File: src/rtl/mips_cpu_pkg.sv
// Shared types and constants for the multiply/divide engine.
// Latency: n/a (types, constants and pure helper functions only).
// Backpressure: n/a.
package mips_cpu_pkg;

  localparam int WORD_W      = 32;
  localparam int MULDIV_ITER = 32;

  typedef logic [WORD_W-1:0]   word_t;
  typedef logic [2*WORD_W-1:0] dword_t;

  localparam word_t DIV0_QUOT = 32'hFFFF_FFFF;

  // Encoding is chosen so that bit 1 selects divide and bit 0 selects unsigned.
  typedef enum logic [1:0] {
    MULT  = 2'd0,
    MULTU = 2'd1,
    DIV   = 2'd2,
    DIVU  = 2'd3
  } muldiv_op_t;

  typedef enum logic [1:0] {
    IDLE = 2'd0,
    CALC = 2'd1,
    ADJ  = 2'd2,
    DONE = 2'd3
  } muldiv_state_t;

  // Everything latched at issue that the iteration and sign fixup need later.
  typedef struct packed {
    muldiv_op_t op;
    logic       neg_res;  // negate product / quotient (signed op, operand signs differ)
    logic       neg_rem;  // negate remainder (signed op, negative dividend)
    logic       div0;     // divisor was zero
    word_t      opnd;     // |multiplicand| or |divisor|
  } muldiv_ctx_t;

  function automatic logic op_is_div(input muldiv_op_t op);
    return op[1];
  endfunction

  function automatic logic op_is_signed(input muldiv_op_t op);
    return ~op[0];
  endfunction

  // Magnitude of v when treated as signed; 0x80000000 maps to itself, which
  // is the correct unsigned magnitude.
  function automatic word_t abs_word(input word_t v, input logic is_signed);
    return (is_signed && v[WORD_W-1]) ? -v : v;
  endfunction

endpackage

File: src/rtl/muldiv_step.sv
// One radix-2 step of shift-add multiply or restoring divide.
// Latency: combinational, zero cycles.
// Backpressure: none; evaluated every cycle, the caller decides when to register.
//
// Ports:
//   is_div  : 1 = restoring divide step, 0 = shift-add multiply step
//   acc     : multiply {partial product hi, remaining multiplier bits}
//             divide   {partial remainder, remaining dividend / quotient bits}
//   opnd    : |multiplicand| or |divisor|
//   acc_nxt : accumulator after this step
module muldiv_step
  import mips_cpu_pkg::*;
(
  input  logic   is_div,
  input  dword_t acc,
  input  word_t  opnd,
  output dword_t acc_nxt
);

  logic [WORD_W:0] mul_sum;
  logic [WORD_W:0] div_part;
  logic [WORD_W:0] div_diff;

  always_comb begin
    // Multiply: add multiplicand into the high half when the multiplier LSB
    // is set, then shift the whole thing right with the carry coming in on top.
    mul_sum  = {1'b0, acc[2*WORD_W-1:WORD_W]} + (acc[0] ? {1'b0, opnd} : '0);
    // Divide: the shifted remainder needs 33 bits, as 2*rem+1 can exceed 32.
    // The difference sign bit is the (inverted) quotient bit.
    div_part = acc[2*WORD_W-1:WORD_W-1];
    div_diff = div_part - {1'b0, opnd};

    acc_nxt = '0;
    if (is_div) begin
      if (!div_diff[WORD_W])
        acc_nxt = {div_diff[WORD_W-1:0], acc[WORD_W-2:0], 1'b1};
      else
        acc_nxt = {div_part[WORD_W-1:0], acc[WORD_W-2:0], 1'b0};
    end else begin
      acc_nxt = {mul_sum, acc[WORD_W-1:1]};
    end
  end

endmodule

File: src/rtl/muldiv_unit.sv
// Iterative MULT/MULTU/DIV/DIVU engine driving the HI/LO write port.
// Latency: start at E0 -> hilo_we between E33 and E34 (E1..E2 for multiplies
//          when MULDIV_FAST_MUL_EN is defined); busy high until the write retires.
// Backpressure: no queueing; start is ignored while busy, cancel aborts anything in flight.
//
// Build option: `define MULDIV_FAST_MUL_EN for a single-cycle multiplier.
//
// Ports:
//   cpu_clk_50M, cpu_rst : clock, async active-high reset
//   start, op            : issue request and operation, sampled in IDLE only
//   src_a, src_b         : rs (multiplicand/dividend), rt (multiplier/divisor)
//   cancel               : pipeline flush
//   busy                 : operation in flight, stalls HI/LO consumers
//   hilo_we, hi_o, lo_o  : one-cycle HI/LO write strobe and data
module muldiv_unit
  import mips_cpu_pkg::*;
#(
  parameter int XLEN  = 32,  // only 32 is supported
  parameter int CNT_W = 6    // must be able to count to XLEN
) (
  input  logic            cpu_clk_50M,
  input  logic            cpu_rst,
  input  logic            start,
  input  muldiv_op_t      op,
  input  logic [XLEN-1:0] src_a,
  input  logic [XLEN-1:0] src_b,
  input  logic            cancel,
  output logic            busy,
  output logic            hilo_we,
  output logic [XLEN-1:0] hi_o,
  output logic [XLEN-1:0] lo_o
);

  muldiv_state_t    state;
  logic [CNT_W-1:0] cnt;
  dword_t           acc;
  dword_t           acc_nxt;
  muldiv_ctx_t      ctx;

  word_t  a_abs;
  word_t  b_abs;
  dword_t acc_init;
  dword_t prod_fix;
  word_t  quo;
  word_t  rem;
  word_t  hi_fix;
  word_t  lo_fix;

  assign a_abs = abs_word(src_a, op_is_signed(op));
  assign b_abs = abs_word(src_b, op_is_signed(op));

  // Divide iterates the dividend out of the low half; multiply iterates the
  // multiplier out of the low half.
  assign acc_init = op_is_div(op) ? {{WORD_W{1'b0}}, a_abs}
                                  : {{WORD_W{1'b0}}, b_abs};

`ifdef MULDIV_FAST_MUL_EN
  dword_t fast_prod;
  assign fast_prod = dword_t'(a_abs) * dword_t'(b_abs);
`endif

  muldiv_step u_step (
    .is_div  (op_is_div(ctx.op)),
    .acc     (acc),
    .opnd    (ctx.opnd),
    .acc_nxt (acc_nxt)
  );

  // Sign fixup on the magnitude result. A zero divisor leaves the full
  // dividend magnitude as remainder, so the remainder path already yields
  // src_a; only the quotient needs forcing.
  assign prod_fix = ctx.neg_res ? -acc : acc;
  assign quo      = acc[WORD_W-1:0];
  assign rem      = acc[2*WORD_W-1:WORD_W];

  always_comb begin
    hi_fix = '0;
    lo_fix = '0;
    if (op_is_div(ctx.op)) begin
      lo_fix = ctx.div0 ? DIV0_QUOT : (ctx.neg_res ? -quo : quo);
      hi_fix = ctx.neg_rem ? -rem : rem;
    end else begin
      hi_fix = prod_fix[2*WORD_W-1:WORD_W];
      lo_fix = prod_fix[WORD_W-1:0];
    end
  end

  always_ff @(posedge cpu_clk_50M or posedge cpu_rst) begin
    if (cpu_rst) begin
      state <= IDLE;
      cnt   <= '0;
      acc   <= '0;
      ctx   <= '0;
      hi_o  <= '0;
      lo_o  <= '0;
    end else begin
      case (state)
        IDLE: begin
          if (start && !cancel) begin
            ctx.op      <= op;
            ctx.neg_res <= op_is_signed(op) & (src_a[XLEN-1] ^ src_b[XLEN-1]);
            ctx.neg_rem <= op_is_signed(op) & src_a[XLEN-1];
            ctx.div0    <= (src_b == '0);
            ctx.opnd    <= op_is_div(op) ? b_abs : a_abs;
            cnt         <= '0;
            acc         <= acc_init;
            state       <= CALC;
`ifdef MULDIV_FAST_MUL_EN
            if (!op_is_div(op)) begin
              acc   <= fast_prod;
              state <= ADJ;
            end
`endif
          end
        end
        CALC: begin
          if (cancel) begin
            state <= IDLE;
          end else begin
            acc <= acc_nxt;
            cnt <= cnt + 1'b1;
            if (cnt == CNT_W'(MULDIV_ITER - 1))
              state <= ADJ;
          end
        end
        ADJ: begin
          if (cancel) begin
            state <= IDLE;
          end else begin
            hi_o  <= hi_fix;
            lo_o  <= lo_fix;
            state <= DONE;
          end
        end
        DONE: state <= IDLE;
        default: state <= IDLE;
      endcase
    end
  end

  assign busy    = (state != IDLE);
  assign hilo_we = (state == DONE) & ~cancel;

endmodule

File: config.mk
export PLATFORM = sky130hd
export DESIGN_NAME = muldiv_unit
export DESIGN_NICKNAME = d
export VERILOG_FILES = /design/src/rtl/mips_cpu_pkg.sv /design/src/rtl/muldiv_step.sv /design/src/rtl/muldiv_unit.sv
export SDC_FILE = /design/constraint.sdc
export NUM_CORES = 1
export LEC_CHECK = 0
export CAP_MARGIN = 0
export CORE_MARGIN = 2
export CORE_UTILIZATION = 54
export DETAILED_ROUTE_END_ITERATION = 8
export HOLD_SLACK_MARGIN = 0.15
export PLACE_DENSITY_LB_ADDON = 0.15
export SYNTH_ARGS = -nofsm -noshare
export SYNTH_HDL_FRONTEND = slang
export SYNTH_HIERARCHICAL = 1
export SYNTH_SLANG_ARGS = --single-unit
export TNS_END_PERCENT = 100
File: constraint.sdc
create_clock -name cpu_clk_50M -period 5.73 [get_ports cpu_clk_50M]
set_input_delay 0.8595 -clock cpu_clk_50M [delete_from_list [all_inputs] [get_ports cpu_clk_50M]]
set_output_delay 0.8595 -clock cpu_clk_50M [all_outputs]
set_load 0.01 [all_outputs]
Fig. 1: clock nets
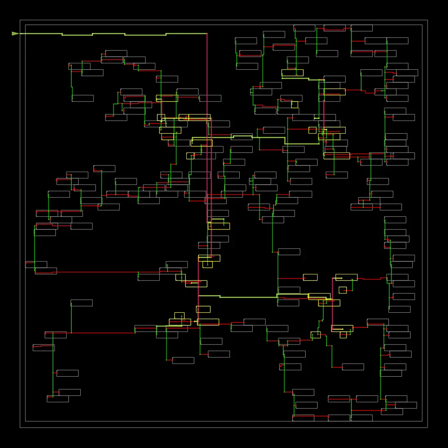
Skew-Pair Late Insertion Delay: 0.45 ns
Clock Skew: 0.01493 ns
clock-net power: 1.22 mW
flip-flops: 172

Fig. 2: nets reached from selected ports
Drawn at 2 px/µm.
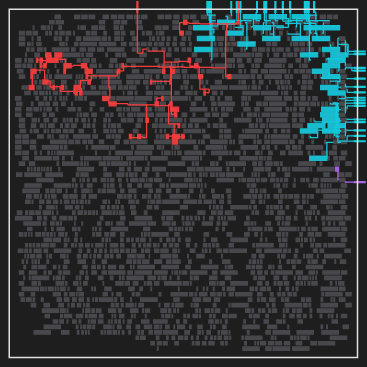
op: shown in red, bits 2, direction input, edge north, end cells 64, wire 525 µm. lo_o: shown in cyan, bits 32, direction output, edge 16 north, 16 east, end cells 32, wire 661 µm. busy: shown in purple, bits 1, direction output, edge east, end cells 1, wire 10.4 µm.

Fig. 3: M2 wires
Drawn at 2 px/µm.
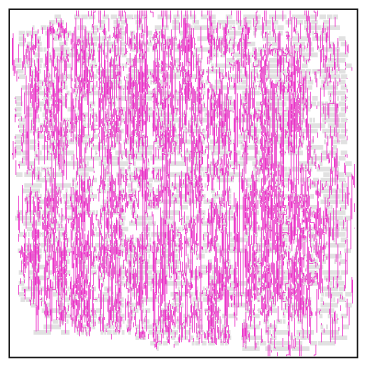
The layer carries 23.2 mm of wire. The wires run mostly vertical.

==> impl_metrics.yaml <==
# physical design summary
placement:
  pre_cts_slack_ns: 1.714
  place_area_um2: 17070
  hpwl_um: 39460
  port_buffers: 135
  dp_cells: 2348
logic_synthesis:
  edf_count: 0
  yosysUniqueCellTypes: 95
  yosysWarnings: 6
  syn_area_um2: 15500
  ys_async_sr_fraction_pct: 100.0
  syn-instance-count: 1918
  yosysChipArea_um2: 15500
  synth.area.top_cells: "dfrtp_1, ha_1, a21oi_1, xor2_1, xnor2_1"
  yosys.stat.seqShare_pct: 27.77
  fp_nets: 2059
  top_area_cell: "dfrtp_1"
  top_cell_area_share_pct: 27.77
  avgSynthCellArea_um2: 8.080
  synth_adder_area_share_pct: 5.829
  muxShareOfSynthArea_pct: 3.560
  xor_share_pct: 9.042
  flop_cell: "dfrtp_1"
  common_cells: "dfrtp_1, nor2_1, nand2_1, a21oi_1, clkbuf_1"
  yosys-stat-cells: 1918
  synthTopLogicFamily: "AND-OR/OR-AND gates"
  most_common_cell: "dfrtp_1"
power:
  pg_comb_mw: 5.37
  power_leader: "combinational cells"
  p_sw_mw: 4.559
  vdd_drop_max_mv: 0.3612
  pwr-share-clk_pct: 13.8
  p_leak_nw: 7.453
  power_mw: 8.861
  powerDensity_nw_per_um2: 501.4
  combinationalPowerShare_pct: 60.6
die:
  ios: 136
  fp-utilization_pct: 54.43
  fp.dieW_um: 173.4
  die_area_um2: 30070
  nWellTaps: 384
  rows: 62
  die_h_um: 173.4
layout:
  bufAreaShareNonClock_pct: 8.750
  largest-register: "acc"
  largestRegisters: "acc x64, ctx x36"
  largestClassByArea: "logic gates"
  nNonClkBuffers: 160
  largest_reg_flops: 64
  final_area_um2: 17670
  layoutNonFillerInstCount: 2380
  drive_above_1_share_pct: 7.265
  logic_gate_count: 1569
  num-fill-cells: 2596
  syn2layout_area_growth_pct: 14.04
  finalNetCount: 2124
  fin_util_pct: 62.08
  seq_share_pct: 24.36
  inv_count: 63
  clock_cell_area_share_pct: 3.441
  logic_area_um2: 10490
  diodes: 0
  regArea_um2: 4305
clock_tree:
  clk_path_buf_depth: 2
  cts_hold_buf: 0
  htreeDepth: 4
  cts_tree: "done"
  post_cts_resized: 0
  cts_setup_buffers: 0
  clkTransAtPathRegs_ns: 0.08
  cts_inserted_buffers: 17
setup_path:
  rr_endpoint: "acc[48]$_DFFE_PP0P_"
  path_class: "reg -> reg"
  crit_family: "AND-OR/OR-AND gates"
  worst-path-stages: 14
  crit_path_max_incr_delay_ns: 0.72
  cp_max_fo: 34
  startpoint: "acc[31]$_DFFE_PP0P_"
  reg2reg_depth: 14
  cp.arrival_ns: 4.42
  crit-reg2reg-launch: "acc[31]$_DFFE_PP0P_"
  cp_num_buf_inv: 2
  ff2ff_setup_slack_ns: 1.64
  crit_path_start_kind: "flop"
  worstPathCellList: "inv_1, ha_1, fa_1, nor2b_1, o31ai_1, a21o_1, o211ai_4, a31oi_4, o211ai_4, buf_12, mux2_1, nand2_1, o21ai_2, a22o_1"
  path_common_cell: "o211ai_4"
  crit_end: "acc[48]$_DFFE_PP0P_"
  crit_path_top_delay_cell: "o211ai_4"
  worstSetupEndpointType: "flop"
detailed_routing:
  drt-initial-drc-count: 1616
  wl_per_cell_um: 22.18
  vias_per_cell: 6.642
  met1_length_um: 22840
  dr.pass1.iters: 7
  drc_errors: 0
  ant_nets: 0
  wirelength_um: 52780
  vias: 15810
  met2_length_um: 23200
  top_layer_used: "met4"
final_timing:
  finalCritPeriodShare_pct: 71.29
  post-route-min-period_ns: 4.085
  relSlewSlack_pct: 34.70
  slew_violations: 0
  fin_hold_ws_ns: 0.4859
  setup_viol_count_final: 0
  timing.fmax_mhz: 244.8
  rsz0062_at_grt: "false"
  worst_slew_pin_slew_ns: 0.9775
  tns_ns: 0
  hold_viol: 0
hold_path:
  min_to: "hi_o[15]$_DFFE_PP0P_"
  hold_class: "reg -> reg"
global_route:
  grt_pass1_vias: 14980
  grt_use_total_pct: 34.63
  grt_util_met3_pct: 5.724
  antenna_found_initial: 1
  grt_max_degree: 93
  overflow: 0
  grt_use_met1_pct: 48.18
  top_usage_layer: "met2"
job:
  tool_warnings: 26
status:
  status: "finished, final reports clean"
==> placed cells by master (no fill, tap or decap), types with 15 or more instances in the layout <==
cell type / instances
and2_1: 40
o211ai_1: 15
o21ai_1: 54
a21o_1: 38
nor3_1: 60
dfrtp_1: 171
a31oi_1: 29
nand2_1: 158
o221ai_1: 15
o31ai_1: 33
clkdlybuf4s50_1: 134
inv_1: 61
nor2_1: 164
a22oi_1: 17
o21ai_0: 89
xor2_1: 87
mux2_2: 34
or4_1: 17
nand4_1: 24
o41ai_1: 15
a21oi_1: 156
ha_1: 69
a211oi_1: 17
nand3_1: 30
a22o_1: 33
clkbuf_16: 17
xnor2_1: 73
buf_4: 24
or3_1: 27
nand2b_1: 18
nor4_1: 33
Power figures rest on the tool's default switching activity, not on a simulated workload.
